--- config.mk ---
export PLATFORM = sky130hd
export DESIGN_NAME = reg_dst_scheduler
export DESIGN_NICKNAME = d
export VERILOG_FILES = /design/src/rtl/reg_dst_scheduler.sv
export SDC_FILE = /design/constraint.sdc
export NUM_CORES = 1
export LEC_CHECK = 0
export ABC_AREA = 1
export ABC_CLOCK_PERIOD_IN_PS = 3950
export CAP_MARGIN = 10
export CORE_ASPECT_RATIO = 0.5
export CORE_MARGIN = 2
export CORE_UTILIZATION = 31
export CTS_CLUSTER_SIZE = 12
export DETAILED_ROUTE_END_ITERATION = 12
export GPL_ROUTABILITY_DRIVEN = 0
export PLACE_DENSITY = 0.5
export SYNTH_ARGS = -nofsm -noshare
export SYNTH_HDL_FRONTEND = slang
export SYNTH_SLANG_ARGS = --single-unit
--- constraint.sdc ---
create_clock -name i_clk -period 3.95 [get_ports i_clk]
set_clock_uncertainty 0.2 [all_clocks]
set_input_delay 0.5925 -clock i_clk [delete_from_list [all_inputs] [get_ports i_clk]]
set_output_delay 0.5925 -clock i_clk [all_outputs]
set_load 0.1 [all_outputs]
--- src/rtl/reg_dst_scheduler.sv ---
// Destination-register tracker for the EX/MEM/WB stages: load-use stall, EX forwarding selects, WB write port.
// Stall and forwarding are combinational; entries advance one stage per edge and freeze entirely on i_mem_wait.
module reg_dst_scheduler #(
  parameter int NBITS = 5,
  parameter int NCNT  = 16
) (
  input  logic             i_clk,
  input  logic             i_reset,
  input  logic             i_id_valid,
  input  logic [NBITS-1:0] i_rs,
  input  logic [NBITS-1:0] i_rt,
  input  logic [NBITS-1:0] i_rd,
  input  logic             i_use_rs,
  input  logic             i_use_rt,
  input  logic             i_RegDst,
  input  logic             i_RegWrite,
  input  logic             i_MemRead,
  input  logic             i_flush,
  input  logic             i_mem_wait,
  output logic             o_stall,
  output logic [1:0]       o_fwd_a,
  output logic [1:0]       o_fwd_b,
  output logic [NBITS-1:0] o_dst_mem,
  output logic             o_wb_we,
  output logic [NBITS-1:0] o_wb_addr,
  output logic [NCNT-1:0]  o_stall_count
);

  typedef struct packed {
    logic             valid;
    logic             regwrite;
    logic             is_load;
    logic [NBITS-1:0] dst;
  } stage_t;

  typedef struct packed {
    logic [NBITS-1:0] rs;
    logic [NBITS-1:0] rt;
    logic             use_rs;
    logic             use_rt;
  } src_t;

  stage_t           ex_q, mem_q, wb_q;
  src_t             ex_src_q;
  stage_t           id_ent;
  src_t             id_src;
  logic [NBITS-1:0] wb_addr_q;
  logic [NCNT-1:0]  cnt_q;
  logic             load_use;
  logic             stall_evt;

  // An empty decode slot enters EX as an all-zero bubble so it can never match or forward.
  always_comb begin
    id_ent = '0;
    id_src = '0;
    if (i_id_valid) begin
      id_ent.valid    = 1'b1;
      id_ent.dst      = i_RegDst ? i_rd : i_rt;
      id_ent.regwrite = i_RegWrite & (id_ent.dst != '0);
      id_ent.is_load  = i_MemRead;
      id_src.rs       = i_rs;
      id_src.rt       = i_rt;
      id_src.use_rs   = i_use_rs;
      id_src.use_rt   = i_use_rt;
    end
  end

  assign load_use = ex_q.valid & ex_q.is_load & ex_q.regwrite & i_id_valid &
                    (((ex_q.dst == i_rs) & i_use_rs) | ((ex_q.dst == i_rt) & i_use_rt));
  assign stall_evt = load_use | i_mem_wait;

  // Gated by reset so every output reads zero while reset is held.
  assign o_stall = i_reset & stall_evt;

  function automatic logic [1:0] fwd_sel(input logic [NBITS-1:0] src, input logic use_src,
                                         input stage_t mem_e, input stage_t wb_e);
    logic [1:0] sel;
    sel = 2'b00;
    if (use_src && (src != '0)) begin
      if (mem_e.valid && mem_e.regwrite && !mem_e.is_load && (mem_e.dst == src))
        sel = 2'b10;
      else if (wb_e.valid && wb_e.regwrite && (wb_e.dst == src))
        sel = 2'b01;
    end
    return sel;
  endfunction

  assign o_fwd_a = fwd_sel(ex_src_q.rs, ex_src_q.use_rs, mem_q, wb_q);
  assign o_fwd_b = fwd_sel(ex_src_q.rt, ex_src_q.use_rt, mem_q, wb_q);

  assign o_dst_mem     = mem_q.dst;
  assign o_wb_we       = wb_q.valid & wb_q.regwrite & ~i_mem_wait;
  assign o_wb_addr     = o_wb_we ? wb_q.dst : wb_addr_q;
  assign o_stall_count = cnt_q;

  always_ff @(posedge i_clk or negedge i_reset) begin
    if (!i_reset) begin
      ex_q      <= '0;
      ex_src_q  <= '0;
      mem_q     <= '0;
      wb_q      <= '0;
      wb_addr_q <= '0;
      cnt_q     <= '0;
    end else begin
      if (o_wb_we)
        wb_addr_q <= wb_q.dst;
      if (stall_evt && (cnt_q != '1))
        cnt_q <= cnt_q + 1'b1;
      // Flush coinciding with load_use still bubbles EX; the branch unit re-flushes after the stall.
      if (!i_mem_wait) begin
        wb_q  <= mem_q;
        mem_q <= ex_q;
        if (load_use || i_flush) begin
          ex_q     <= '0;
          ex_src_q <= '0;
        end else begin
          ex_q     <= id_ent;
          ex_src_q <= id_src;
        end
      end
    end
  end

endmodule

==> results.py <==
# Synthesis and PnR figures
metrics = {
    "cells_and_area": {
        "final_area_um2": 4120,
        "num-nets-final": 505,
        "fillers": 1116,
        "diodes": 0,
        "stdcell_count": 620,
        "combGateArea_um2": 1570,
        "area_delta_synth_final_pct": 26.2,
    },
    "yosys": {
        "ys_area_um2": 3260,
        "adder_share": 0.00383,
        "top_area_cell": "dfrtp_1",
        "synth_stat.cells": 430,
        "yosys_warnings": 0,
        "top_cell_area_share": 0.429,
        "top_cell": "nand2_1",
        "yosys.cell_types.count": 33,
        "synthArstFlopShare": 1.00,
        "edf_count": 0,
        "ys_sh_aoi": 0.0817,
        "ys_seq_frac": 0.429,
        "synthesis.nets": 456,
        "common_cells": "130 x nand2_1, 56 x dfrtp_1, 47 x inv_1",
        "ys_sh_simple": 0.342,
        "ff_type": "dfrtp_1",
        "area_leaders": "dfrtp_1 43%, nand2_1 15%, inv_1 5.4%",
        "mux_share": 0,
        "xor_area_frac": 0.0456,
        "ys.flops": 56,
        "syn_avg_cell_area_um2": 7.59,
    },
    "worst_setup_path": {
        "cp.required_ps": 3160,
        "reg2reg_depth": 8,
        "critPathKind": "primary input to primary output",
        "crit_path_end_kind": "primary output",
        "timing.rr.end": "o_stall_count[13]",
        "cp.arrival_ps": 2100,
        "crit_end": "o_stall",
        "r2r-start": "o_stall_count[1]",
        "r2r_slack_ps": 2100,
    },
    "final_timing": {
        "setup_viol_count_final": 0,
        "relSlewSlack": 0.344,
        "setup_slack_ps": 1060,
        "period_needed_ps": 2890,
        "max_clock_freq_ghz": 0.346,
        "worst_slew_pin_slew_ps": 980,
        "hold-worst-slack_ps": 275,
        "hold_viol": 0,
        "rsz0062_at_grt": "false",
        "report.final.slew_viol_count": 0,
        "tns_ps": 0,
    },
    "floorplanning": {
        "core_um2": 10200,
        "io_pins": 57,
        "fp-utilization": 0.319,
        "placementRows": 26,
    },
    "global_route": {
        "grt.busiest_layer": "met2",
        "grtUsageMet2": 0.237,
        "first_global_vias": 2660,
        "use_met3": 0.0461,
        "gr-usage-all-layers": 0.153,
        "grt_max_degree": 57,
        "grt_first_pass_wirelength_um": 13800,
        "grt_use_met1": 0.213,
    },
    "job": {
        "cap_violations": 0,
        "tool_warnings": 26,
    },
    "route": {
        "drtIter0Drc": 111,
        "wirelength_um": 8190,
        "route.vias.total": 2770,
        "via_per_inst": 4.47,
        "ant_nets": 0,
        "drc": 0,
        "dr.pass1.iters": 4,
    },
    "clock_network": {
        "clk_path_buf_depth": 2,
        "htreeDepth": 2,
        "cts.clk_slew.worst_paths_ps": 70,
        "cts_tree": "built",
        "hold_buffers": 0,
        "cts_resized": 0,
        "post_cts_buffers": 0,
        "clk_latency_ps": 300,
        "cts-root-buf": "clkbuf_16",
        "clock-sinks": 56,
    },
    "power_and_ir_drop": {
        "power_density_nw_per_um2": 452,
        "vdd_ir_drop_max_mv": 0.392,
        "total_power_w": 0.00186,
    },
    "placement": {
        "place_area_um2": 3970,
        "dp_slack_ps": 1040,
        "dpl.cell_count": 612,
        "hpwl_um": 6100,
    },
    "run_status": {
        "status": "completed",
    },
    "min_path": {
        "min_path_type": "primary input to async pin",
    },
}
-- power by group --
| part | switching, W | internal (W) | total [W] |
|---|---|---|---|
| logic | 0.000487 | 0.000210 | 0.000697 |
| clock network | 0.000223 | 0.000238 | 0.000461 |
| registers | 0.0000674 | 0.000635 | 0.000702 |
-- area by class of cell --
type | count | share of cell area
Clock buffer | 5 | 0.0304
Clock inverter | 3 | 0.00547
Inverter | 54 | 0.0492
Multi-Input combinational cell | 303 | 0.380
Sequential cell | 56 | 0.340
Tap cell | 140 | 0.0425
Timing Repair Buffer | 59 | 0.152
-- critical path, cell delays in order --
cell and delay [ps]:
clkdlybuf4s50_1 530, inv_1 80, nand2_1 60, nand2_1 50, nor2_1 80, nand3_1 90
nand2_2 90, nand2_4 70, a21boi_1 240, buf_12 210
-- layout by cell type, fill, tap and decap left out --
cell type          n
buf_12             6
nand2_4            3
o22ai_1           15
xor2_1            11
inv_6              1
nand2_2           19
nor2_1            25
clkinv_2           1
xnor2_1            6
nor2_2             4
ha_1               1
clkinv_1           2
a21boi_1           1
clkinv_4           1
nand3_1           28
dfrtp_1           56
clkbuf_16          5
inv_2              5
clkdlybuf4s50_1   44
a21oi_1            4
buf_2              1
nor4_2             1
nand3_2            2
nor3_1             6
o21a_1             2
buf_4              8
nor4_1             1
nand4_4            1
nand4_1           10
nor3_4             1
or2_2              3
o21ai_2            5
nor2_4             1
o21ai_0           21
nor3_2             2
inv_1             47
nand2_1          130
-- sequential cells by signal, summed over array words and instances (netlist names) --
register	flops
wb_q	7
ex_q	8
o_dst_mem	5
o_stall_count	16
wb_addr_q	5
ex_src_q	12
mem_q	3
-- metal layers --
metal,vias to the layer above,part of all wire
li1,1459,-
met1,1259,0.49
met2,43,0.45
met3,7,0.053
met4,2,0.0070
met5,-,0.0016
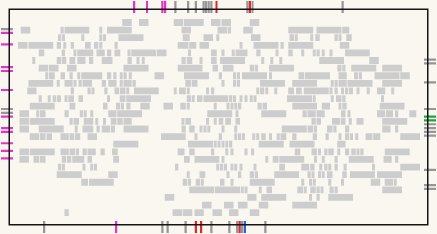
pins.png
Pins as bars across the die edge, other pins in gray.
legend:
  magenta:
    port: o_stall_count
    pins: 16
    direction: output
    edge: 11 left, 4 top, 1 bottom
  green:
    port: o_fwd_b
    pins: 2
    direction: output
    edge: right
  blue:
    port: i_use_rs
    pins: 1
    direction: input
    edge: bottom
  red:
    port: i_rt
    pins: 5
    direction: input
    edge: 3 bottom, 2 top
all pins by edge: 16 top, 14 left, 14 bottom, 13 right
PortBufs: 56
Die Ht: 76.5 um
die width: 149 um

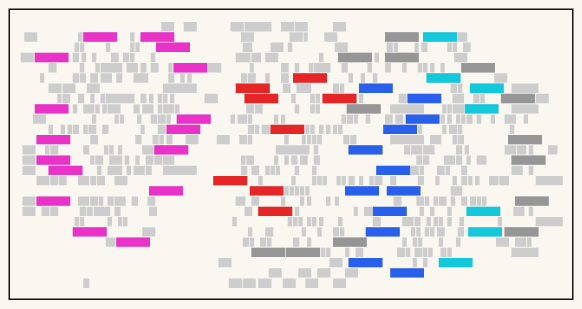
registers.png
Other sequential cells in the stronger gray, the rest of the logic in the fainter gray.
legend:
  cyan:
    name_in_the_netlist: wb_q
    flops: 7
  magenta:
    name_in_the_netlist: o_stall_count
    flops: 16
  blue:
    name_in_the_netlist: ex_src_q
    flops: 12
  red:
    name_in_the_netlist: ex_q
    flops: 8
not colored: 13
final core utilization: 0.403
Flop area: 1400 um2
Seq group: 0.000702 W
fraction of area in registers: 0.340

Power and IR drop assume default switching activity.
